## src/rtl/instr_fetch_unit.sv

```systemverilog
// instr_fetch_unit: program counter and instruction fetch for the RISC-V core.
// Fetches 32-bit words over a req/ack handshake, holds each one for the decode
// stage, then takes the resolved redirect (PCSrc/pc_target) to form the next PC.
// A misaligned next PC parks the unit in HALT with a sticky fetch_error.
// Only XLEN = 32 is supported; RESET_PC must be 4-byte aligned.
module instr_fetch_unit #(
   parameter int unsigned         XLEN     = 32,
   parameter logic [XLEN-1:0]     RESET_PC = '0
) (
   input  logic              clk,
   input  logic              reset_n,
   // instruction memory
   output logic              imem_req,
   output logic [XLEN-1:0]   imem_addr,
   input  logic              imem_ack,
   input  logic [31:0]       imem_rdata,
   // decode interface
   output logic              instr_valid,
   input  logic              instr_ready,
   output logic [31:0]       instr,
   output logic [6:0]        op,
   output logic [2:0]        funct3,
   output logic              funct7,
   output logic [XLEN-1:0]   pc,
   output logic [XLEN-1:0]   pc_plus4,
   input  logic              PCSrc,
   input  logic [XLEN-1:0]   pc_target,
   output logic              fetch_error
);

   typedef enum logic [1:0] {
      S_FETCH = 2'd0,
      S_HOLD  = 2'd1,
      S_HALT  = 2'd2
   } state_t;

   localparam logic [31:0] NOP_INSTR = 32'h0000_0013;

   state_t            r_state;
   logic [XLEN-1:0]   r_pc;
   logic [31:0]       r_instr;
   logic              r_fetch_error;

   logic [XLEN-1:0]   w_pc_plus4;
   logic [XLEN-1:0]   w_next_pc;
   logic              w_misaligned;

   // next-PC selection: redirect target or sequential, wrapping at 2^XLEN
   always_comb begin
      w_pc_plus4   = r_pc + XLEN'(4);
      w_next_pc    = PCSrc ? pc_target : w_pc_plus4;
      w_misaligned = (w_next_pc[1:0] != 2'b00);
   end

   // fetch / hold / halt sequencing with synchronous active-low reset
   always_ff @(posedge clk) begin
      if (!reset_n) begin
         r_state       <= S_FETCH;
         r_pc          <= RESET_PC;
         r_instr       <= NOP_INSTR;
         r_fetch_error <= 1'b0;
      end else begin
         case (r_state)
            S_FETCH: begin
               if (imem_ack) begin
                  r_instr <= imem_rdata;
                  r_state <= S_HOLD;
               end
            end
            S_HOLD: begin
               if (instr_ready) begin
                  if (w_misaligned) begin
                     r_fetch_error <= 1'b1;
                     r_state       <= S_HALT;
                  end else begin
                     r_pc    <= w_next_pc;
                     r_state <= S_FETCH;
                  end
               end
            end
            S_HALT: begin
               r_state <= S_HALT;
            end
            default: begin
               r_state <= S_FETCH;
            end
         endcase
      end
   end

   // output views; req/valid are masked while reset_n is low so nothing
   // is requested or presented during a reset cycle
   always_comb begin
      imem_req    = (r_state == S_FETCH) && reset_n;
      instr_valid = (r_state == S_HOLD)  && reset_n;
      imem_addr   = r_pc;
      instr       = r_instr;
      op          = r_instr[6:0];
      funct3      = r_instr[14:12];
      funct7      = r_instr[30];
      pc          = r_pc;
      pc_plus4    = w_pc_plus4;
      fetch_error = r_fetch_error;
   end

endmodule

```

## config.mk

```make
export PLATFORM = sky130hd
export DESIGN_NAME = instr_fetch_unit
export DESIGN_NICKNAME = d
export VERILOG_FILES = /design/src/rtl/instr_fetch_unit.sv
export SDC_FILE = /design/constraint.sdc
export NUM_CORES = 1
export LEC_CHECK = 0
export CAP_MARGIN = 20
export CORE_MARGIN = 4
export CORE_UTILIZATION = 43
export DETAILED_ROUTE_END_ITERATION = 8
export PLACE_DENSITY = 0.87
export SLEW_MARGIN = 20
export SYNTH_ARGS = -nofsm -noshare
export SYNTH_HDL_FRONTEND = slang
export SYNTH_SLANG_ARGS = --single-unit
```

## constraint.sdc

```tcl
create_clock -name clk -period 4.4 [get_ports clk]
set_input_delay 1.1 -clock clk [delete_from_list [all_inputs] [get_ports clk]]
set_output_delay 1.1 -clock clk [all_outputs]
set_load 0.005 [all_outputs]
```

==> images/flops_by_reg.png <==
(3 px per um)
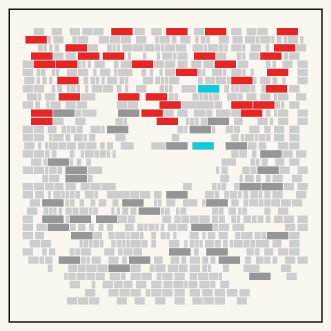
- red: instr (placed flops 32)
- cyan: r_state (placed flops 2)
- not colored: 33

==> results_dict.tcl <==
# yosys + openroad results
set metrics [dict create \
    timing.final.max_slew_violations 0 \
    hold_crit_path_type "flip-flop to flip-flop" \
    clock_buffer_count_from_cts 9 \
    leakagePower_uw 0.00212 \
    maxClockFrequency_mhz 246 \
    layout-drive-gt1-share_pct 5.22 \
    place.gp.congestion 0.799 \
    path_class "flip-flop to output port" \
    post-cts-setup-buffers 0 \
    worst-r2r-setup-slack_ns 2.04 \
    setup.worst_path.end_class "output port" \
    numPortBuffers 210 \
    antenna_cells_inserted 0 \
    floorplan.nets 594 \
    min_period_ns 4.07 \
    detail_route.wl_per_cell_um 17.2 \
    distinct_lib_cells_used 59 \
    drc 0 \
    power.total_uw 1470 \
    core_region_area_sq_um 8810 \
    outcome "complete, no violations" \
    synth.cellmix.simpleShare_pct 28.2 \
    r2r_cells 5 \
    num_rows 34 \
    hold_violations 0 \
    fin_tns_setup_ns 0 \
    start_kind "flip-flop" \
    synth_adder_area_share_pct 0.317 \
    yosys-stat-area_sq_um 3940 \
    muxShareOfSynthArea_pct 0.508 \
    via_count 4319 \
    synth_stat.cells 524 \
    global_route_wire_length_before_repair_um 21600 \
    ys_top_logic_family "simple AND/OR/NAND/NOR gates" \
    crit_chain "and4_1 > nand4_4 > nor3_1 > nand2_1 > xnor2_1 > clkdlybuf4s50_1" \
    worstPathMaxFanout 11 \
    critPathCapture "pc_plus4[31]" \
    ys_async_sr_fraction_pct 0 \
    fin_skew_ns 0.00817 \
    crit-reg2reg-capture "imem_addr[28]$_SDFFE_PN0P_" \
    top_level_ports 211 \
    cts_hold_buf 0 \
    xor_area_share_pct 6.00 \
    numSynthFlops 67 \
    cts.sink_count 67 \
    fp.dieH_um 104 \
    r2r-start "imem_addr[4]$_SDFFE_PN0P_" \
    powerDensity_nw_per_um2 249 \
]
==> images/logic_types.png <==
(3 px per um)
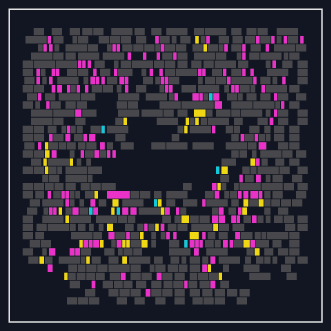
- magenta: NAND gates (cells 149; most used nand2_1; where all over the die)
- yellow: NOR gates (cells 44; most used nor2_1)
- cyan: inverters (cells 7; most used inv_1)
number of standard cells in the final layout excluding fillers: 778
most common logic cell in the routed design: clkdlybuf4s50_1
logic share of the area: 34.9%

[per-layer routing]
| metal | routed length (um) | vias to the layer above | global-route usage (%) |
|---|---|---|---|
| li1 | - | 2064 | - |
| met1 | 5220 | 2026 | 28.0 |
| met2 | 6780 | 206 | 41.8 |
| met3 | 1070 | 23 | 7.77 |
| met4 | 311 | 0 | 8.45 |
| met5 | 0 | - | 0 |
[cell usage in the layout, fill, tap and decap left out, drive strengths merged, types with 3 or more instances in the layout]
cell	n
nor3	9
clkbuf	10
and4	6
o21ai	11
nand3b	3
nor4	4
and2	5
buf	7
or4	8
and3	10
dfxtp	67
xnor2	17
o31ai	7
clkdlybuf4s50	209
inv	7
a22o	3
nand3	33
a21oi	51
clkinv	4
nand2	100
a31oi	8
xor2	10
nand4	11
nor2	28
[through the flow]
step,hold slack (ns),util [%],cells,cell area (sq um)
global route,0.486,67.1,778,5910
finish,0.458,67.1,778,5910
global placement,0.442,64.7,762,5700
detailed placement,0.449,64.8,762,5710
floorplan,0.453,-,524,3940
CTS,0.460,67.1,778,5910
[worst max-delay path, delay by kind of cell (launching register included)]
kind	cells	cell delay [ns]
flops	1	0.54
simple gates	4	1.42
xor+xnor	1	0.15
buf+inv	1	0.52
[final cells by class]
type / count / area [sq um] / area share [%]
Inverter: 7 / 26.3 / 0.445
Sequential cell: 67 / 1340 / 22.7
Clock buffer: 10 / 138 / 2.33
Timing Repair Buffer: 216 / 2140 / 36.2
Multi-Input combinational cell: 364 / 2060 / 34.9
Tap cell: 108 / 135 / 2.29
Clock inverter: 6 / 65.1 / 1.10
[registers in the layout, indices dropped and copies added (netlist names)]
register,cells
instr,32
fetch_error,1
imem_addr,32
r_state,2
[power by group]
part / internal, uW / total (uW) / switching [uW]
sequential: 634 / 662 / 28.0
combinational: 166 / 279 / 114
clock: 277 / 531 / 254
